### config.mk
export PLATFORM = sky130hd
export DESIGN_NAME = dm_bist
export DESIGN_NICKNAME = d
export VERILOG_FILES = /design/src/rtl/dm_bist_pkg.sv /design/src/rtl/dm_bist_addr_gen.sv /design/src/rtl/dm_bist.sv
export SDC_FILE = /design/constraint.sdc
export NUM_CORES = 1
export LEC_CHECK = 0
export CORE_UTILIZATION = 43
export CTS_BUF_LIST = sky130_fd_sc_hd__clkbuf_8
export DETAILED_ROUTE_END_ITERATION = 10
export GPL_TIMING_DRIVEN = 1
export PLACE_DENSITY = 0.85
export SLEW_MARGIN = 20
export SYNTH_ARGS = -nofsm -noshare
export SYNTH_HDL_FRONTEND = slang
export SYNTH_HIERARCHICAL = 1
export SYNTH_SLANG_ARGS = --single-unit
export TNS_END_PERCENT = 50
### constraint.sdc
create_clock -name clk -period 2.7 [get_ports clk]
set_input_delay 0.405 -clock clk [delete_from_list [all_inputs] [get_ports clk]]
set_output_delay 0.405 -clock clk [all_outputs]
set_load 0.005 [all_outputs]
### src/rtl/dm_bist_pkg.sv
// Shared types and constants for the dm March C- BIST.
// Build option: DM_BIST_BYTE_EN adds the byte-lane write/read phase.
package dm_bist_pkg;

`ifdef DM_BIST_BYTE_EN
  typedef enum logic [2:0] {
    S_IDLE, S_W0_UP, S_R0W1_UP, S_R1W0_DN, S_R0_DN, S_BW_UP, S_BR_UP, S_DONE
  } state_t;
  // Byte phase walks every byte address, so the index spans 4*DEPTH_WORDS.
  localparam int unsigned IDX_W = 14;
`else
  typedef enum logic [2:0] {
    S_IDLE, S_W0_UP, S_R0W1_UP, S_R1W0_DN, S_R0_DN, S_DONE
  } state_t;
  localparam int unsigned IDX_W = 12;
`endif

  localparam logic [31:0] DEFAULT_PATTERN = 32'h5A5A_A5A5;
  localparam logic [7:0]  BYTE_XOR        = 8'hA5;

  function automatic logic [15:0] sat_inc(input logic [15:0] v);
    return (v == '1) ? v : v + 16'd1;
  endfunction

endpackage

### src/rtl/dm_bist_addr_gen.sv
// Loadable up/down index counter with terminal-count flag for the dm BIST.
// Terminal count is last_i when counting up and zero when counting down.
module dm_bist_addr_gen #(
  parameter int unsigned W = 14
) (
  input  logic         clk_i,
  input  logic         rst_ni,
  input  logic         load_i,
  input  logic [W-1:0] load_val_i,
  input  logic         en_i,
  input  logic         up_i,
  input  logic [W-1:0] last_i,
  output logic [W-1:0] cnt_o,
  output logic         tc_o
);

  logic [W-1:0] cnt_q, cnt_d;

  always_comb begin
    cnt_d = cnt_q;
    if (load_i) begin
      cnt_d = load_val_i;
    end else if (en_i) begin
      cnt_d = up_i ? cnt_q + W'(1) : cnt_q - W'(1);
    end
  end

  always_ff @(posedge clk_i or negedge rst_ni) begin
    if (!rst_ni) begin
      cnt_q <= '0;
    end else begin
      cnt_q <= cnt_d;
    end
  end

  assign cnt_o = cnt_q;
  assign tc_o  = up_i ? (cnt_q == last_i) : (cnt_q == '0);

endmodule

### src/rtl/dm_bist.sv
// March C- built-in self-test initiator for the data memory.
// Build option: DM_BIST_BYTE_EN appends a byte-lane write/read phase.
module dm_bist
  import dm_bist_pkg::*;
#(
  parameter int unsigned DEPTH_WORDS = 4096,
  parameter logic [31:0] PATTERN     = DEFAULT_PATTERN
) (
  input  logic        clk,
  input  logic        reset,
  input  logic        start,
  output logic        busy,
  output logic        done,
  output logic        pass,
  output logic [15:0] err_cnt,
  output logic [13:0] fail_addr,
  output logic [31:0] fail_data,
  output logic [13:0] a,
  output logic        wdOp,
  output logic [31:0] wd,
  output logic        we,
  input  logic [31:0] rdw,
  input  logic [7:0]  rdb
);

  localparam logic [IDX_W-1:0] WORD_LAST = IDX_W'(DEPTH_WORDS - 1);

  state_t state_q, state_d;

  logic [IDX_W-1:0] idx, ld_val, cnt_last;
  logic             ld, cnt_en, cnt_up, tc;
  logic             clear, chk_w, miss;
  logic [31:0]      exp_w, fdata;
  logic [13:0]      word_addr;

  logic [15:0] err_cnt_q;
  logic [13:0] fail_addr_q;
  logic [31:0] fail_data_q;

`ifdef DM_BIST_BYTE_EN
  localparam logic [IDX_W-1:0] BYTE_LAST = IDX_W'(4 * DEPTH_WORDS - 1);
  logic       chk_b;
  logic [7:0] exp_b;
`endif

  dm_bist_addr_gen #(.W(IDX_W)) u_addr_gen (
    .clk_i      (clk),
    .rst_ni     (reset),
    .load_i     (ld),
    .load_val_i (ld_val),
    .en_i       (cnt_en),
    .up_i       (cnt_up),
    .last_i     (cnt_last),
    .cnt_o      (idx),
    .tc_o       (tc)
  );

  assign word_addr = {idx[11:0], 2'b00};

  always_ff @(posedge clk or negedge reset) begin
    if (!reset) begin
      state_q <= S_IDLE;
    end else begin
      state_q <= state_d;
    end
  end

  // Each element hands over to the next on its terminal index and preloads that element's start index.
  always_comb begin
    state_d  = state_q;
    clear    = 1'b0;
    ld       = 1'b0;
    ld_val   = '0;
    cnt_en   = 1'b0;
    cnt_up   = 1'b1;
    cnt_last = WORD_LAST;
    a        = '0;
    wd       = '0;
    we       = 1'b0;
    chk_w    = 1'b0;
    exp_w    = PATTERN;
`ifdef DM_BIST_BYTE_EN
    wdOp     = 1'b0;
    chk_b    = 1'b0;
    exp_b    = idx[7:0] ^ BYTE_XOR;
`endif
    case (state_q)
      S_IDLE, S_DONE: begin
        if (start) begin
          state_d = S_W0_UP;
          clear   = 1'b1;
          ld      = 1'b1;
        end
      end
      S_W0_UP: begin
        cnt_en = 1'b1;
        a      = word_addr;
        we     = 1'b1;
        wd     = PATTERN;
        if (tc) begin
          state_d = S_R0W1_UP;
          ld      = 1'b1;
        end
      end
      S_R0W1_UP: begin
        cnt_en = 1'b1;
        a      = word_addr;
        chk_w  = 1'b1;
        exp_w  = PATTERN;
        we     = 1'b1;
        wd     = ~PATTERN;
        if (tc) begin
          state_d = S_R1W0_DN;
          ld      = 1'b1;
          ld_val  = WORD_LAST;
        end
      end
      S_R1W0_DN: begin
        cnt_en = 1'b1;
        cnt_up = 1'b0;
        a      = word_addr;
        chk_w  = 1'b1;
        exp_w  = ~PATTERN;
        we     = 1'b1;
        wd     = PATTERN;
        if (tc) begin
          state_d = S_R0_DN;
          ld      = 1'b1;
          ld_val  = WORD_LAST;
        end
      end
      S_R0_DN: begin
        cnt_en = 1'b1;
        cnt_up = 1'b0;
        a      = word_addr;
        chk_w  = 1'b1;
        exp_w  = PATTERN;
        if (tc) begin
`ifdef DM_BIST_BYTE_EN
          state_d = S_BW_UP;
`else
          state_d = S_DONE;
`endif
          ld      = 1'b1;
        end
      end
`ifdef DM_BIST_BYTE_EN
      S_BW_UP: begin
        cnt_en   = 1'b1;
        cnt_last = BYTE_LAST;
        a        = idx[13:0];
        we       = 1'b1;
        wdOp     = 1'b1;
        wd       = {24'b0, exp_b};
        if (tc) begin
          state_d = S_BR_UP;
          ld      = 1'b1;
        end
      end
      S_BR_UP: begin
        cnt_en   = 1'b1;
        cnt_last = BYTE_LAST;
        a        = idx[13:0];
        chk_b    = 1'b1;
        if (tc) begin
          state_d = S_DONE;
          ld      = 1'b1;
        end
      end
`endif
      default: state_d = S_IDLE;
    endcase
  end

`ifdef DM_BIST_BYTE_EN
  assign miss  = (chk_w && (rdw != exp_w)) || (chk_b && (rdb != exp_b));
  assign fdata = chk_b ? {24'b0, rdb} : rdw;
`else
  logic unused_rdb;
  assign unused_rdb = ^rdb;
  assign wdOp  = 1'b0;
  assign miss  = chk_w && (rdw != exp_w);
  assign fdata = rdw;
`endif

  // A zero count marks the next mismatch as the first one, so no separate flag is kept.
  always_ff @(posedge clk or negedge reset) begin
    if (!reset) begin
      err_cnt_q   <= '0;
      fail_addr_q <= '0;
      fail_data_q <= '0;
    end else if (clear) begin
      err_cnt_q   <= '0;
      fail_addr_q <= '0;
      fail_data_q <= '0;
    end else if (miss) begin
      err_cnt_q <= sat_inc(err_cnt_q);
      if (err_cnt_q == '0) begin
        fail_addr_q <= a;
        fail_data_q <= fdata;
      end
    end
  end

  assign busy      = (state_q != S_IDLE) && (state_q != S_DONE);
  assign done      = (state_q == S_DONE);
  assign pass      = done && (err_cnt_q == '0);
  assign err_cnt   = err_cnt_q;
  assign fail_addr = fail_addr_q;
  assign fail_data = fail_data_q;

endmodule

==> git commit body, run 1 <==
Update PnR metrics after Yosys + OpenROAD run

* Maximum number of pins on one net before global-route repair: between 80 and 90
- The script extracted a total leakage power of about 2.7 nW.
- The number of buffers and inverters on the critical path is 2.
- In the per-layer summary, the met1 wirelength comes to between 5000 and 6000 µm.
- Type of the worst setup path: flip-flop to output port
* Post-CTS setup-driven buffer insertion count: 0
- The script logs the ratio of routed vias to standard cells as roughly 5.5.
- Of the post-synthesis cell area, the dominant cell type holds 39.5%.
- Outcome: finished, final reports clean
- At the end of routability-driven placement, the weighted congestion stood at between 0.8 and 0.9.
- STA classifies the critical path startpoint as a flip-flop.
- The transition time recorded at the tightest slew-check pin is approximately 940 ps.
* Most frequently placed logic cell in the final layout: sky130_fd_sc_hd__clkdlybuf4s50_1
- Once iteration 0 of detailed routing completed, the report listed approximately 270 DRC markers.
- Fraction of final layout cells with drive strength greater than 1: roughly a tenth
- Yosys printed 6 warnings.
- HPWL Detailed: just over 9000 µm
- Post-synth area hogs: sky130_fd_sc_hd__dfrtp_1 (40%), sky130_fd_sc_hd__nand2_1 (9.2%), sky130_fd_sc_hd__o21ai_0 (5.9%), sky130_fd_sc_hd__buf_4 (5.8%), sky130_fd_sc_hd__ha_1 (3.2%)
* Core area: 0.0108 mm²
* Clock period minus final worst setup slack: 2650 ps
- Post-synthesis instance area: around 0.0047 mm²
- The register with the most flip-flops in the layout has 32 of them.
- Fp_density: roughly 44%
* Number of cells on the worst reg-to-reg path: 10
* Top cells by instance count after synthesis: sky130_fd_sc_hd__nand2_1 (116), sky130_fd_sc_hd__dfrtp_1 (75), sky130_fd_sc_hd__o21ai_0 (56)
* Master cell of the clock root buffer: sky130_fd_sc_hd__clkbuf_8
- Switching power: about 1.6 mW
* Area of the multi-input gates: between 0.002 and 0.003 mm²
- # DRC: 0
* Final-stage net count: roughly 730
- The detailed router reports a met3 wire length of 665 µm.
==> run 1: through the flow <==
step | std cells | cell area [µm²] | hold WS (ps) | power, mW | setup slack (ps)
2_1_floorplan | 560 | 4820 | 109 | 2.53 | -15.2
3_3_place_gp | 799 | 6180 | 506 | 3.28 | 109
3_5_place_dp | 799 | 6180 | 520 | 3.37 | 1.21
4_1_cts | 815 | 6380 | 222 | 4.23 | -4.96
5_1_grt | 818 | 6420 | 272 | 4.50 | 23.4
6_report | 818 | 6420 | 192 | 4.24 | 54.4
==> run 1: layout make-up <==
| class | count | share of cell area [%] |
|---|---|---|
| Sequential cell | 75 | 29.2 |
| Tap cell | 140 | 2.73 |
| Clock buffer | 9 | 1.93 |
| Multi-Input combinational cell | 416 | 40.0 |
| Clock inverter | 7 | 0.896 |
| Inverter | 9 | 0.526 |
| Timing Repair Buffer | 162 | 24.7 |
==> run 1: cells by family after synthesis <==
kind of cell,share of synthesized area [%]
AOI/OAI and AO/OA,16.6
and+or+nand+nor,24.8
muxes,2.32
adders and majority gates,3.58
DFF,39.5
buffers and inverters,8.96
other,0.158
xor gates and xnor gates,4.06
==> run 1: path summary, 6_finish.rpt <==
check | slack (ps) | start | to
setup / recovery | 50 | err_cnt[0]$_DFFE_PN0P_ | pass
min in group clk | 530 | fail_addr[2]$_DFFE_PN0P_ | fail_addr[2]$_DFFE_PN0P_
hold / removal | 190 | reset | fail_addr[13]$_DFFE_PN0P_
setup reg to reg | 60 | state_q[1]$_DFFE_PN0P_ | u_addr_gen/cnt_o[6]$_DFFE_PN0P_
max in group asynchronous | 1840 | reset | state_q[0]$_DFFE_PN0P_
hold reg to reg | 530 | fail_addr[2]$_DFFE_PN0P_ | fail_addr[2]$_DFFE_PN0P_
### Clock routing, run 1

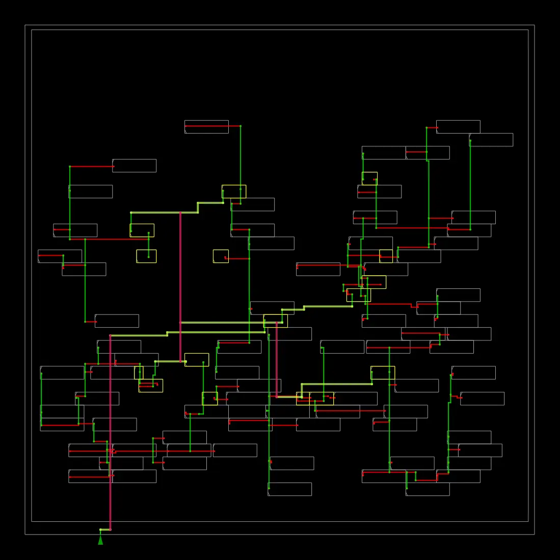
number of clock buffers inserted by TritonCTS: 9
seq_cells: 75
CTS sink count: 75
power consumed by the clock network: 0.823 mW
clk ins delay skew pair: 360 ps

### M1 wires, run 1

Supply wires on this layer in gray. Cells faint in the background.
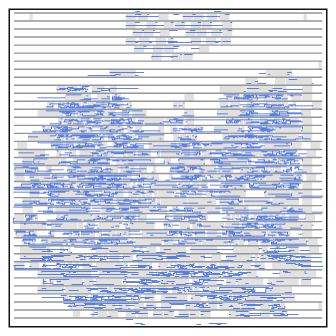
share of all routed wire: 40%
nets with wire on the layer: 630
main direction: horizontal
longest straight run: 40.9 µm
wire length on this layer: 5150 µm
total wire length after detailed routing: 12800 µm
met1 Resource Use GR: 28.3%
vias after detailed routing: 4468

### Drive-strength map, run 1

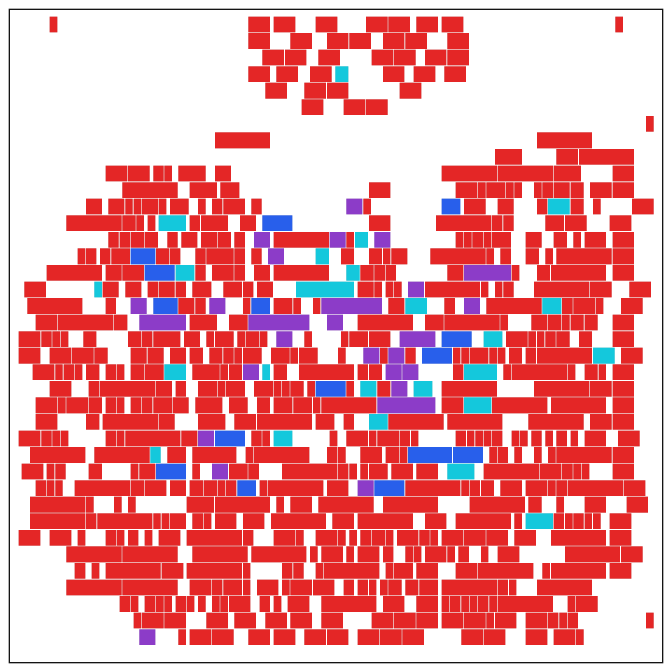
| size | color | cells | share |
|---|---|---|---|
| _6 and larger | blue | 15 | 2.2% |
| _0 and _1 cells | red | 612 | 90% |
| _3 and _4 cells | purple | 27 | 4.0% |
| _2 cells | cyan | 24 | 3.5% |
post-synthesis to final-layout area growth: 35.2%
post-layout instance area: 0.00642 mm²
final setup margin: 54.4 ps
Non-CTS buffers: 162

==> run 2, diff against run 1 <==
- ABC_CLOCK_PERIOD_IN_PS: default -> 2700
==> git commit body, run 2 <==
Update PnR metrics after Yosys + OpenROAD run

- The run finished with clean final reports.
* Cell count after placement: 799
* Count of placed standard cells in the final layout, fillers left out: 818
* Endpoint of the most critical register-to-register path: u_addr_gen/cnt_o[6]$_DFFE_PN0P_
* Flip-flop count of the largest register, all copies and words added: 32
* Number of cells on the worst reg-to-reg path: 10
* Maximum number of pins on one net before global-route repair: approximately 90
- The worst setup path is launched from a flip-flop.
- By count the netlist is led by sky130_fd_sc_hd__nand2_1 (116), sky130_fd_sc_hd__dfrtp_1 (75), sky130_fd_sc_hd__o21ai_0 (56).
* Number of clock buffers inserted by TritonCTS: 9
- Post-synthesis instance area: approximately 0.0047 mm²
* Fraction of final layout cells with drive strength greater than 1: about 9.7%
* Worst-case register-to-register setup slack: 60 ps
- Placement Cell Area: around 0.0062 mm²
- The flow reports power dissipated in the clock network as 0.823 mW.
- Clock period minus final worst setup slack: around 2600 ps
* Post-layout instance area: roughly 0.0064 mm²
* Slew at the pin closest to its max-slew limit: roughly 940 ps
- Vias after detailed routing: 4468
- Synth warn: 6
* Post-synthesis to final-layout area growth: 35.2%
* Post-Place Worst Slack: 1.21 ps
- Total wire length after detailed routing: about 13000 µm
- Clock tree synthesis found a total of between 70 and 80 sinks.
- Per the CTS log, the root buffer master is sky130_fd_sc_hd__clkbuf_8.
- Most frequently placed logic cell in the final layout: sky130_fd_sc_hd__clkdlybuf4s50_1
* Switching power: about 1.6 mW
- Clk ins delay skew pair: ~360 ps
- Portion of synthesized cell area occupied by the leading cell type: 39.5%
* Post-synth area hogs: sky130_fd_sc_hd__dfrtp_1 (40%), sky130_fd_sc_hd__nand2_1 (9.2%), sky130_fd_sc_hd__o21ai_0 (5.9%), sky130_fd_sc_hd__buf_4 (5.8%), sky130_fd_sc_hd__ha_1 (3.2%)
- The power report puts the leakage power at around 2.7 nW.
- The worst setup path is of the flip-flop to output port kind.
- WL met1: approximately 5200 µm
-- run 2: cell type report --
class                      instances  area (µm²)  area share [%]
clock inverter                     7        57.6           0.896
timing repair buffer             162        1590            24.7
multi-input combinational        416        2570            40.0
tap                              140         175            2.73
sequential                        75        1880            29.2
clock buffer                       9         124            1.93
inverter                           9        33.8           0.526
-- run 2: logic make-up (layout without fill, tap and decap cells) --
kind of cell	after synthesis	after routing	share of synthesized area (%)
multiplexers	11	11	2.32
AND-OR/OR-AND	121	121	16.6
XOR/XNOR	22	22	4.06
other	2	17	0.158
flip-flops	75	75	39.5
AND/OR/NAND/NOR	232	232	24.8
adder cells (fa/ha/maj)	13	13	3.58
buffers and inverters	69	187	8.96
-- run 2: critical path, stage by stage (launching register included) --
cell                              delay (ps)
sky130_fd_sc_hd__dfrtp_1                 440
sky130_fd_sc_hd__inv_1                   100
sky130_fd_sc_hd__ha_1                    150
sky130_fd_sc_hd__nor3b_1                 230
sky130_fd_sc_hd__nand4_1                 210
sky130_fd_sc_hd__nor3_2                  210
sky130_fd_sc_hd__clkdlybuf4s50_1         540
-- run 2: worst max path at each step --
stage                                 from                         endpoint  slack [ps]  depth (start not counted)
floorplan           state_q[1]$_DFFE_PN0P_  u_addr_gen/cnt_o[7]$_DFFE_PN0P_         -20                         10
finish              err_cnt[0]$_DFFE_PN0P_                             pass          50                          6
global route        state_q[1]$_DFFE_PN0P_                            a[11]          20                          5
CTS                 err_cnt[0]$_DFFE_PN0P_                             pass          -5                          6
detailed placement                 rdw[30]          err_cnt[12]$_DFFE_PN0P_           1                          7
global placement                   rdw[30]           err_cnt[2]$_DFFE_PN0P_         110                          7
-- run 2: repair_timing --
item / 4_1_cts / 5_1_grt
resized: 2 / 8
setup endpoints to repair: 13 / 15
pin swaps: 0 / 2
setup buffers: 0 / 3
### Clock routing, run 2

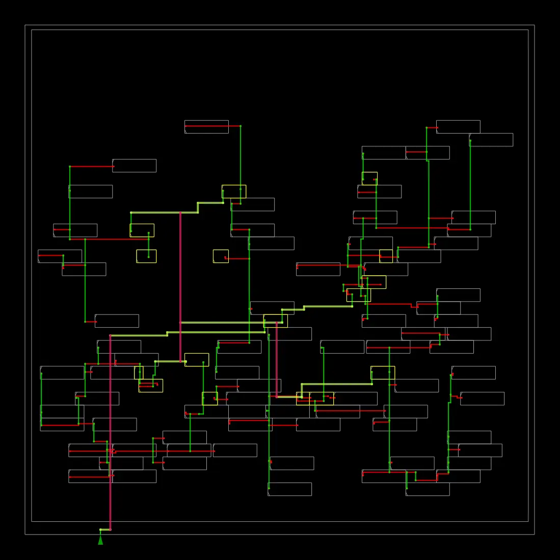
final-layout clock buffer total: 9
Post-Route Skew: 8.84 ps

Power and IR drop assume default switching activity.
